`src/rtl/simplecore_pkg.sv`:
```
// Shared constants for the simplecore memory-write path: FSM state codes
// and the default STROBE timeout used by dout_arbiter.
package simplecore_pkg;

  // Write-sequencer states, 2-bit encoded.
  typedef enum logic [1:0] {
    ST_IDLE   = 2'd0,
    ST_SETUP  = 2'd1,
    ST_STROBE = 2'd2,
    ST_HOLD   = 2'd3
  } state_t;

  // Width of the STROBE cycle counter; TIMEOUT must fit in it.
  localparam int CNT_W = 4;

  // Default maximum number of STROBE cycles before the write is abandoned.
  localparam int TIMEOUT_DEFAULT = 15;

endpackage

```
`src/rtl/rr_arb2.sv`:
```
// Two-way round-robin selector. The requester that was not granted last
// wins a tie; a lone requester always wins. Grant is one-hot (bit 0 = port 0).
module rr_arb2 (
  input  logic       req0,
  input  logic       req1,
  input  logic       last_grant,
  output logic [1:0] grant
);

  // Tie goes to the port opposite last_grant.
  always_comb begin
    grant = 2'b00;
    if (req0 && req1) begin
      grant = last_grant ? 2'b01 : 2'b10;
    end else if (req0) begin
      grant = 2'b01;
    end else if (req1) begin
      grant = 2'b10;
    end
  end

endmodule

```
`src/rtl/dout_arbiter.sv`:
```
// Arbitrates core and I/O-DMA store requests onto a single memory write
// port. Each grant runs IDLE(capture) -> SETUP -> STROBE -> HOLD; the
// winner gets a one-cycle ack in HOLD unless the strobe timed out.
module dout_arbiter
  import simplecore_pkg::*;
#(
  parameter int TIMEOUT = TIMEOUT_DEFAULT
) (
  input  logic        clk,
  input  logic        reset,
  input  logic        req0,
  input  logic [15:0] addr0,
  input  logic [15:0] data0,
  output logic        ack0,
  input  logic        req1,
  input  logic [15:0] addr1,
  input  logic [15:0] data1,
  output logic        ack1,
  input  logic        memRdy,
  output logic        memWr,
  output logic [15:0] memAddr,
  output logic [15:0] dOut,
  output logic        busy
);

  // Timeout compared against count+1, so one extra bit avoids wrap at 15.
  localparam logic [CNT_W:0] TIMEOUT_V = (CNT_W + 1)'(TIMEOUT);

  state_t           state_q, state_d;
  logic [CNT_W-1:0] cnt_q, cnt_d;
  logic [CNT_W:0]   cnt_inc;
  logic             abort_q, abort_d;
  logic             last_q, last_d;   // 1 = port 1 was granted last
  logic             gnt_q, gnt_d;     // port owning the current transfer
  logic [15:0]      addr_q, addr_d;
  logic [15:0]      data_q, data_d;
  logic [1:0]       grant;

  rr_arb2 u_rr_arb2 (
    .req0       (req0),
    .req1       (req1),
    .last_grant (last_q),
    .grant      (grant)
  );

  // Next-state logic: capture on grant, count strobe cycles, flag timeout.
  always_comb begin
    state_d = state_q;
    cnt_d   = cnt_q;
    abort_d = abort_q;
    last_d  = last_q;
    gnt_d   = gnt_q;
    addr_d  = addr_q;
    data_d  = data_q;
    cnt_inc = {1'b0, cnt_q} + (CNT_W + 1)'(1);
    case (state_q)
      ST_IDLE: begin
        if (grant != 2'b00) begin
          gnt_d   = grant[1];
          last_d  = grant[1];
          addr_d  = grant[1] ? addr1 : addr0;
          data_d  = grant[1] ? data1 : data0;
          abort_d = 1'b0;
          state_d = ST_SETUP;
        end
      end
      ST_SETUP: begin
        cnt_d   = '0;
        state_d = ST_STROBE;
      end
      ST_STROBE: begin
        // cnt_q holds the number of strobe cycles already completed.
        cnt_d = cnt_inc[CNT_W-1:0];
        if (memRdy) begin
          state_d = ST_HOLD;
        end else if (cnt_inc == TIMEOUT_V) begin
          state_d = ST_HOLD;
          abort_d = 1'b1;
        end
      end
      ST_HOLD: begin
        state_d = ST_IDLE;
      end
      default: begin
        state_d = ST_IDLE;
      end
    endcase
  end

  // State and datapath registers with synchronous reset.
  always_ff @(posedge clk) begin
    if (reset) begin
      state_q <= ST_IDLE;
      cnt_q   <= '0;
      abort_q <= 1'b0;
      last_q  <= 1'b1;
      gnt_q   <= 1'b0;
      addr_q  <= '0;
      data_q  <= '0;
    end else begin
      state_q <= state_d;
      cnt_q   <= cnt_d;
      abort_q <= abort_d;
      last_q  <= last_d;
      gnt_q   <= gnt_d;
      addr_q  <= addr_d;
      data_q  <= data_d;
    end
  end

  // Outputs decode straight from registered state.
  always_comb begin
    memWr   = (state_q == ST_STROBE);
    busy    = (state_q != ST_IDLE);
    ack0    = (state_q == ST_HOLD) && !abort_q && !gnt_q;
    ack1    = (state_q == ST_HOLD) && !abort_q && gnt_q;
    memAddr = addr_q;
    dOut    = data_q;
  end

endmodule

```
`config.mk`:
```
export PLATFORM = sky130hd
export DESIGN_NAME = dout_arbiter
export DESIGN_NICKNAME = d
export VERILOG_FILES = /design/src/rtl/simplecore_pkg.sv /design/src/rtl/rr_arb2.sv /design/src/rtl/dout_arbiter.sv
export SDC_FILE = /design/constraint.sdc
export NUM_CORES = 1
export LEC_CHECK = 0
export CORE_MARGIN = 5
export CORE_UTILIZATION = 37
export CTS_BUF_LIST = sky130_fd_sc_hd__clkbuf_8
export DETAILED_ROUTE_END_ITERATION = 8
export GPL_ROUTABILITY_DRIVEN = 1
export HOLD_SLACK_MARGIN = 0.1
export PLACE_DENSITY = 0.87
export REMOVE_ABC_BUFFERS = 1
export SKIP_CTS_REPAIR_TIMING = 1
export SYNTH_ARGS = -nofsm -noshare
export SYNTH_HDL_FRONTEND = slang
export SYNTH_SLANG_ARGS = --single-unit
```
`constraint.sdc`:
```
create_clock -name clk -period 1.42 [get_ports clk]
set_input_delay 0.284 -clock clk [delete_from_list [all_inputs] [get_ports clk]]
set_output_delay 0.284 -clock clk [all_outputs]
set_load 0.02 [all_outputs]
```
==> GITHUB_STEP_SUMMARY, run 1 <==
## Implementation flow summary

| Metric | Value |
|---|---|
| Total wire length | roughly 7.2 mm |
| Leading area contributor after synthesis | dfxtp_1 |
| Setup ws final | -144 ps |
| Violated checks | setup timing |
| Measured slew at the worst slew-check pin | between 400 and 500 ps |
| Simple share | ~13% |
| Routed len/inst | 17.5 um |
| Clock tree buffer depth | 2 |
| Final setup vio count | 33 |
| Critical path required time | approximately 1600 ps |
| Outcome | finished with violations |
| Std-Cell Rows | 27 |
| Vias per inst | 5.09 |
| Initial antenna violation count | 0 |
| Startpoint class of the critical path | register |
| Placer Congestion | around 0.73 |
| CP startpoint | state_q[0] |
| CTS root buf | clkbuf_8 |
| Synthesis-to-finish area growth | 95.9% |
| Vias in the first global route | 1907 |
| Critical path depth in cells | 9 |
| Synth Register Bits | roughly 41 |
| Yosys warns | 0 |
| Sink of the worst hold path | cnt_q[2] |
| Clock sinks | 41 |
| Yosys Instances | ~210 |
| Crit-path max FO | 6 |
-- run 1: flip-flops by register name (all words and copies together), names as in the netlist --
register,cells
gnt_q,1
last_q,1
state_q,2
memAddr,16
cnt_q,4
dOut,16
abort_q,1
-- run 1: layer usage --
layer	track usage, %	wire (um)	vias to the layer above
li1	-	-	1007
met1	16.5	2740	1001
met2	27.0	3880	70
met3	4.51	464	13
met4	4.32	120	0
met5	0	0	-
-- run 1: stage by stage --
stage | power (uW) | setup slack, ps | util [%] | area, um^2
after floorplan | 3380 | -812 | - | 1930
after global placement | 4770 | -301 | 59.4 | 3230
after detailed placement | 4850 | -382 | 59.4 | 3230
after CTS | 5550 | -549 | 60.8 | 3310
after global routing | 7590 | -206 | 73.6 | 4010
final | 7190 | -144 | 73.6 | 4010
-- run 1: area by class of cell --
cell class,instances,area [um^2],share of cell area [%]
Sequential cell,41,833,20.8
Clock inverter,1,5.00,0.125
Timing Repair Buffer,140,1620,40.4
Inverter,6,30.0,0.750
Tap cell,72,90.1,2.25
Clock buffer,5,68.8,1.72
Multi-Input combinational cell,146,1360,34.0
-- run 1: synthesized netlist by cell type (all sizes together) (2+ instances only) --
cell type and number:
ha 6, nand2 3, dfxtp 41, o21ai 4
clkbuf 6, a22oi 2, inv 6, mux2i 33
a21oi 3, buf 9, a211oi 33, nor2 43
nand2b 3
-- run 1: cell families (layout without fill, tap and decap cells) --
| family | count (synthesis) | in the layout |
|---|---|---|
| mux | 34 | 34 |
| flops | 41 | 41 |
| compound gates | 49 | 49 |
| simple gates | 57 | 57 |
| buf+inv | 21 | 152 |
| fa+ha+maj | 6 | 6 |
### Port wiring, run 1

Scale bar: 20 um.
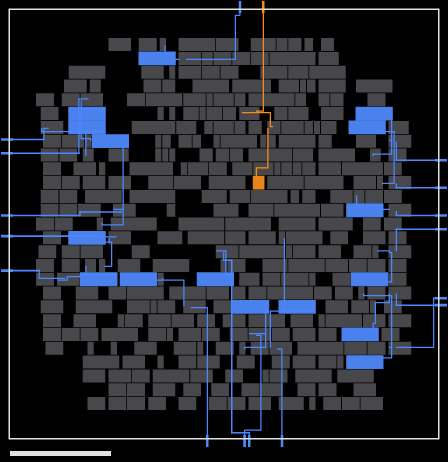
- `dOut`: blue (bits 16; direction output; end cells 16; wire 515 um)
- `busy`: orange (bits 1; direction output; end cells 1; wire 41.8 um)

### Cell area per tile, run 1

Scale bar: 20 um. The die is cut into 8 by 8 equal tiles; black is low, pale yellow is high, 0 to 100% covered.
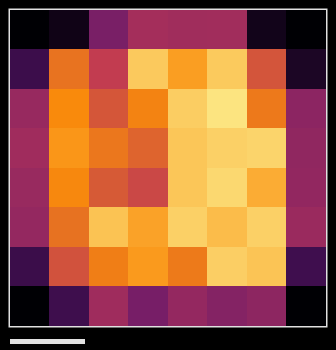
- nearly empty tiles: 6.2%
- mean over tiles: 55%
- fullest tile: 94%
- densest ninth of the die: center
- tiles over 75% full: 31%
fp util: 37.6%
Util after Layout: 73.6%
CORE AREA: 5440 um^2

### Power grid, run 1

Scale bar: 20 um. Pins as bars on the die edge.
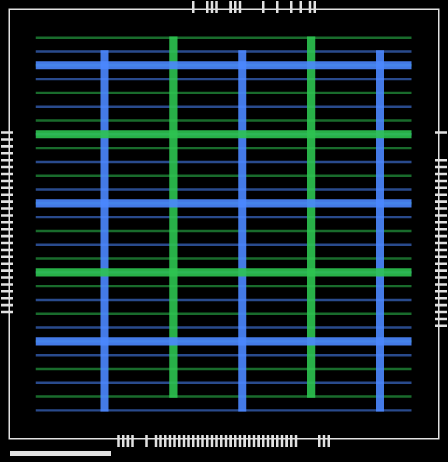
- VSS: blue
- VDD: green
- rows: 27
- met4 straps: 5
- met1 rails: 28
- met5 straps: 5
Chip Width: 84.3 um
die height: 84.3 um
Peak VDD IR: 0.944 mV

--- run 2 (diff from run 1) ---
--- a/config.mk
+++ b/config.mk
@@ -5,6 +5,7 @@
 export SDC_FILE = /design/constraint.sdc
 export NUM_CORES = 1
 export LEC_CHECK = 0
+export CAP_MARGIN = 20
 export CORE_MARGIN = 5
 export CORE_UTILIZATION = 37
 export CTS_BUF_LIST = sky130_fd_sc_hd__clkbuf_8
### Port wiring, run 2

Scale bar: 20 um.
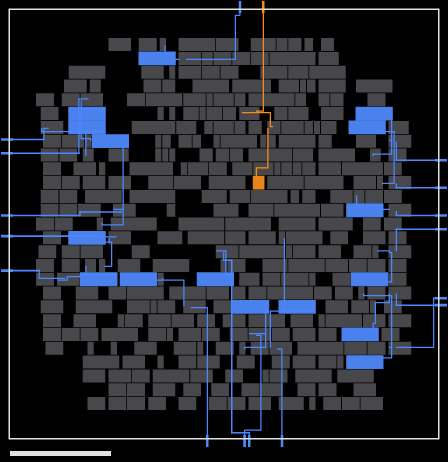
- `busy`: orange (bits 1; direction output; end cells 1; wire 41.8 um)
- `dOut`: blue (bits 16; direction output; end cells 16; wire 515 um)
I/O Pins: 105
port bufs: 104

### Placed cells, one color a class, run 2

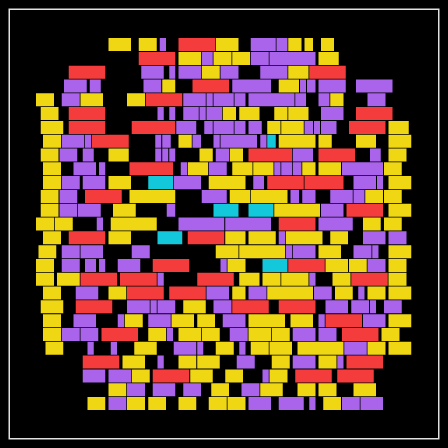
- clock drivers and dummy loads: cyan (cells 6; share of their area 1.9%)
- registers: red (cells 41; share of their area 21%)
- remaining buffers and delay cells: yellow (cells 140; share of their area 41%)
- remaining logic cells: purple (cells 152; share of their area 36%)
flop share of the area: 20.8%
post-route cell area: 4010 um^2
Std-Cell Rows: 27

==> run 2 against run 1 <==
Net effect:
- the run still ends with setup timing left
- first-iteration DRC count is the same
- area after synthesis is the same
- clock power is essentially flat
- combinational power is essentially flat
- worst setup slack is the same
- global-route usage is the same
- final cell count is the same
- count of clock-buffer cells in the layout is the same
- sequential share of layout area is the same
- synthesized cell count is the same
- final area is the same
- maximum frequency is the same
- highest routed layer unchanged
==> GITHUB_STEP_SUMMARY, run 2 <==
## Implementation flow summary

| Metric | Value |
|---|---|
| GR peak layer | met2 |
| Sink of the worst hold path | cnt_q[2] |
| Placer Congestion | 0.727 |
| Metal1 wirelength | 2.74 mm |
| Die height | between 80 and 90 um |
| Peak VDD IR | around 0.94 mV |
| Clock tree buffer depth | 2 |
| Synthesis-to-finish area growth | 95.9% |
| Gate Area | 1360 um^2 |
| Crit-path max FO | 6 |
| DR WL met2 | ~3.9 mm |
| Final setup vio count | 33 |
| Met3 wire len | between 400 and 500 um |
| DR top layer | met4 |
| Initial antenna violation count | 0 |
| Startpoint class of the critical path | register |
| Arrival time at the worst endpoint | around 1800 ps |
| Outcome | finished with violations |
| Fp util | 37.6% |
| Setup ws final | -144 ps |
| Post-synth top cells | nor2_1 (42), dfxtp_1 (41), mux2i_1 (33) |
| Measured slew at the worst slew-check pin | around 400 ps |
| Chip Width | between 80 and 90 um |
| Leading area contributor after synthesis | dfxtp_1 |
| Grt met2 use | 27.0% |
| Critical path required time | between 1500 and 2000 ps |
| CORE AREA | approximately 5400 um^2 |
| Violated checks | setup timing |
| Final Max Tran Viols | 0 |
| Total wire length | around 7.2 mm |
| Vias per inst | around 5.1 |
| Clock sinks | roughly 41 |
| Routed len/inst | approximately 18 um |
## run 2: metrics by stage
stage	setup WS [ps]	cell area, um^2	utilization, %	setup TNS (ps)
finish	-144	4010	73.6	-1810
global route	-206	4010	73.6	-4390
CTS	-549	3310	60.8	-10550
detailed placement	-382	3230	59.4	-12010
global placement	-301	3230	59.4	-9390
floorplan	-812	1930	-	-25980
## run 2: how the worst max path moves through the flow
stage,from,end,cells after the start
finish,state_q[0],memAddr[1],9
global route,state_q[0],memAddr[1],9
CTS,state_q[1],ack0,3
detailed placement,req1,memAddr[13],5
global placement,req1,memAddr[13],5
floorplan,last_q,memAddr[10],3
## run 2: critical path: stages (launching register included)
cell and delay [ps]:
dfxtp_2 360, inv_4 70, ha_4 170, inv_4 50
buf_6 90, nor2_4 40, buf_6 130, buf_8 130
clkbuf_16 160, a211oi_2 260
## run 2: kinds of logic (layout without fill, tap and decap cells)
family	Yosys count	in the layout
flops	41	41
fa+ha+maj	6	6
compound gates	49	49
mux	34	34
simple gates	57	57
buf+inv	21	152
## run 2: final cells by class
type                            instances  share of cell area, %
Timing Repair Buffer                  140                   40.4
Multi-Input combinational cell        146                   34.0
Sequential cell                        41                   20.8
Tap cell                               72                   2.25
Clock buffer                            5                   1.72
Inverter                                6                  0.750
Clock inverter                          1                  0.125
## run 2: power groups by stage
stage / logic, uW / registers, uW / clock network, uW
3_5_place_dp: 3110 / 1750 / 0
4_1_cts: 3120 / 1720 / 713
3_3_place_gp: 3040 / 1730 / 0
6_report: 4730 / 1770 / 686
2_1_floorplan: 1250 / 2130 / 0
5_1_grt: 5030 / 1810 / 757
### Cell area per tile, run 2

Scale bar: 20 um. The die is cut into 8 by 8 equal tiles; black is low, pale yellow is high, 0 to 100% covered.
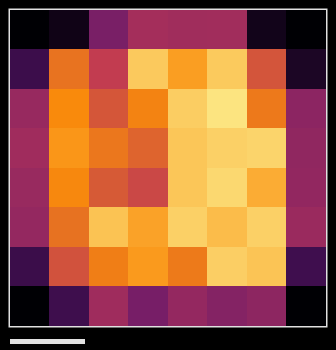

--- run 3 (diff from run 2) ---
--- a/config.mk
+++ b/config.mk
@@ -7,12 +7,12 @@
 export LEC_CHECK = 0
 export CAP_MARGIN = 20
 export CORE_MARGIN = 5
-export CORE_UTILIZATION = 37
+export CORE_UTILIZATION = 40
 export CTS_BUF_LIST = sky130_fd_sc_hd__clkbuf_8
 export DETAILED_ROUTE_END_ITERATION = 8
 export GPL_ROUTABILITY_DRIVEN = 1
 export HOLD_SLACK_MARGIN = 0.1
-export PLACE_DENSITY = 0.87
+export PLACE_DENSITY = 0.9
 export REMOVE_ABC_BUFFERS = 1
 export SKIP_CTS_REPAIR_TIMING = 1
 export SYNTH_ARGS = -nofsm -noshare
==> constraint.sdc (replaced) <==
create_clock -name clk -period 1.9 [get_ports clk]
set_input_delay 0.38 -clock clk [delete_from_list [all_inputs] [get_ports clk]]
set_output_delay 0.38 -clock clk [all_outputs]
set_load 0.02 [all_outputs]
### Cell area per tile, run 3

Scale bar: 20 um. The die is cut into 8 by 8 equal tiles; black is low, pale yellow is high, 0 to 100% covered.
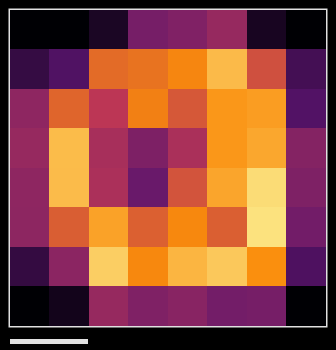
- fullest tile: 94%
- emptiest ninth of the die: upper left
- nearly empty tiles: 7.8%
- mean over tiles: 48%
- tiles over 75% full: 23%

==> run 3 against run 2 <==
Net effect:
- combinational power fell by 54%
- critical endpoint is now memAddr[11]
- worst hold slack improved by 160 ps
- clock power fell by 21%
- the flow now finishes without violations
- highest routed layer unchanged
- flip-flop count did not move
- die area fell by 6.6%
- sequential share of layout area rose by 4.4 points
- sequential power fell by 27%
- clock skew rose by 2.1 ps
==> GITHUB_STEP_SUMMARY, run 3 <==
## Implementation flow summary

| Metric | Value |
|---|---|
| Setup TNS | 0 ps |
| CP cell instances | clkdlybuf4s50_1 |
| Clock tree buffer depth | 2 |
| Crit-path max FO | 2 |
| Measured slew at the worst slew-check pin | 390 ps |
| Fin. Hold Viols | 0 |
| Reg2Reg Depth | 6 |
| Leading area contributor after synthesis | dfxtp_1 |
| Cell with the most instances after synthesis | nor2_1 |
| Port bufs | 104 |
| Post-route cell area | roughly 3300 um^2 |
| CP startpoint | memAddr[11] |
| Arrival time at the worst endpoint | approximately 1300 ps |
| I/O Pins | 105 |
| Util after Layout | ~65% |
| Pin count of the biggest net entering global routing | between 40 and 50 |
| TritonCTS clock tree | yes |
| Seq share, synth | about two fifths |
| DP Area | 3160 um^2 |
| Vias per inst | around 4.8 |
| Outcome | complete, no violations |
| Final Max Tran Viols | 0 |
| Slowest cell delay on critical path | about 630 ps |
| Routed len/inst | between 10 and 15 um |
| Worst setup path class | reg2out |
| Placer Congestion | 0.754 |
| Tool warnings | 29 |
| Top Family by Delay on Critical Path | buffers and inverters |
| Post-synth top cells | nor2_1 (42), dfxtp_1 (41), mux2i_1 (33) |
| Synthesis-to-finish area growth | 59.4% |
| Crit-path slowest cell | clkdlybuf4s50_1 |
| Die height | between 80 and 90 um |
| Register area | roughly 820 um^2 |
| Yosys warns | 0 |
| Vias in the first global route | between 1500 and 2000 |
| Startpoint class of the critical path | register |
| GRT Residual Overflow | 0 |
| CORE AREA | 5040 um^2 |
| Peak VDD IR | roughly 0.65 mV |
| Std-Cell Rows | 26 |
| Flip-flops with a built-in enable | 0 |
| Fp util | between 40 and 50% |
| Critical path depth in cells | 1 |
| WP buf/inv | 1 |
| Clock sinks | slightly above 40 |
| Initial antenna violation count | 0 |
| Yosys Instances | 208 |
### Port wiring, run 3

Scale bar: 20 um.
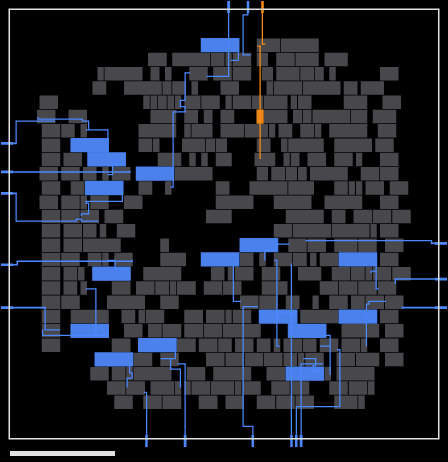
- `dOut`: blue (bits 16; direction output; end cells 16; wire 482 um)
- `busy`: orange (bits 1; direction output; end cells 1; wire 28.6 um)

[run 3: worst min-delay path by stage]
stage	startpoint	slack [ps]	depth (start not counted)	to
finish	reset	490	2	cnt_q[2]
global route	reset	500	2	cnt_q[0]
CTS	reset	490	2	cnt_q[2]
detailed placement	abort_q	490	2	abort_q
global placement	abort_q	480	2	abort_q
floorplan	reset	440	1	memAddr[10]
[run 3: final cells by class]
cell class	count	area share (%)
timing repair buffer	113	35.3
multi-input combinational	146	33.4
sequential	41	25.2
tap	70	2.69
clock buffer	5	2.11
inverter	6	0.691
clock inverter	3	0.538
[run 3: cells by family after synthesis]
family | share of synthesized area [%]
adders and majority gates | 3.67
buffers and inverters | 6.92
and+or+nand+nor | 12.5
AOI/OAI and AO/OA | 20.0
DFF | 40.1
muxes | 16.7
[run 3: per-stage QoR]
stage	std cells	worst slack, ps	hold WS (ps)	power (uW)
CTS	384	-168	489	4090
floorplan	193	-338	445	2520
global placement	376	71.6	475	3480
finish	384	240	492	4020
detailed placement	376	21.0	488	3530
global route	384	151	500	4330
[run 3: layer usage]
| metal | global-route usage (%) | vias to the layer above | part of all wire [%] |
|---|---|---|---|
| li1 | - | 956 | - |
| met1 | 18.3 | 834 | 40 |
| met2 | 30.4 | 63 | 51 |
| met3 | 5.26 | 2 | 8.3 |
| met4 | 4.05 | 0 | 0.62 |
| met5 | 0 | - | 0 |
[run 3: report_power, final]
part	internal (uW)	switching, uW	total, uW
clock network	253	289	542
registers	1140	152	1290
logic	1050	1140	2190
total	2440	1580	4020

==> gallery <==
Routing congestion map.
image #1
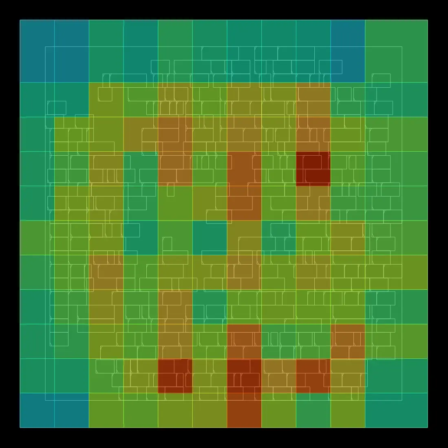
image #2
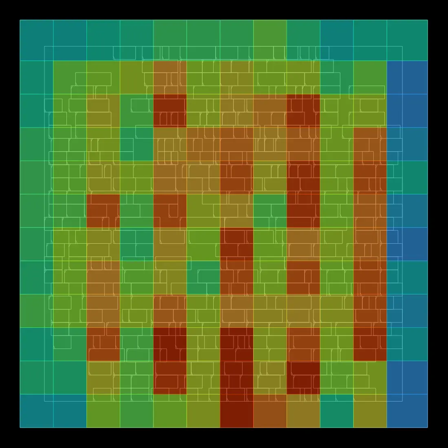
image #1: run 3
image #2: run 1
Of these, most wire per cell: image #2

No activity file was given, so power comes from the tool's default toggle rates.
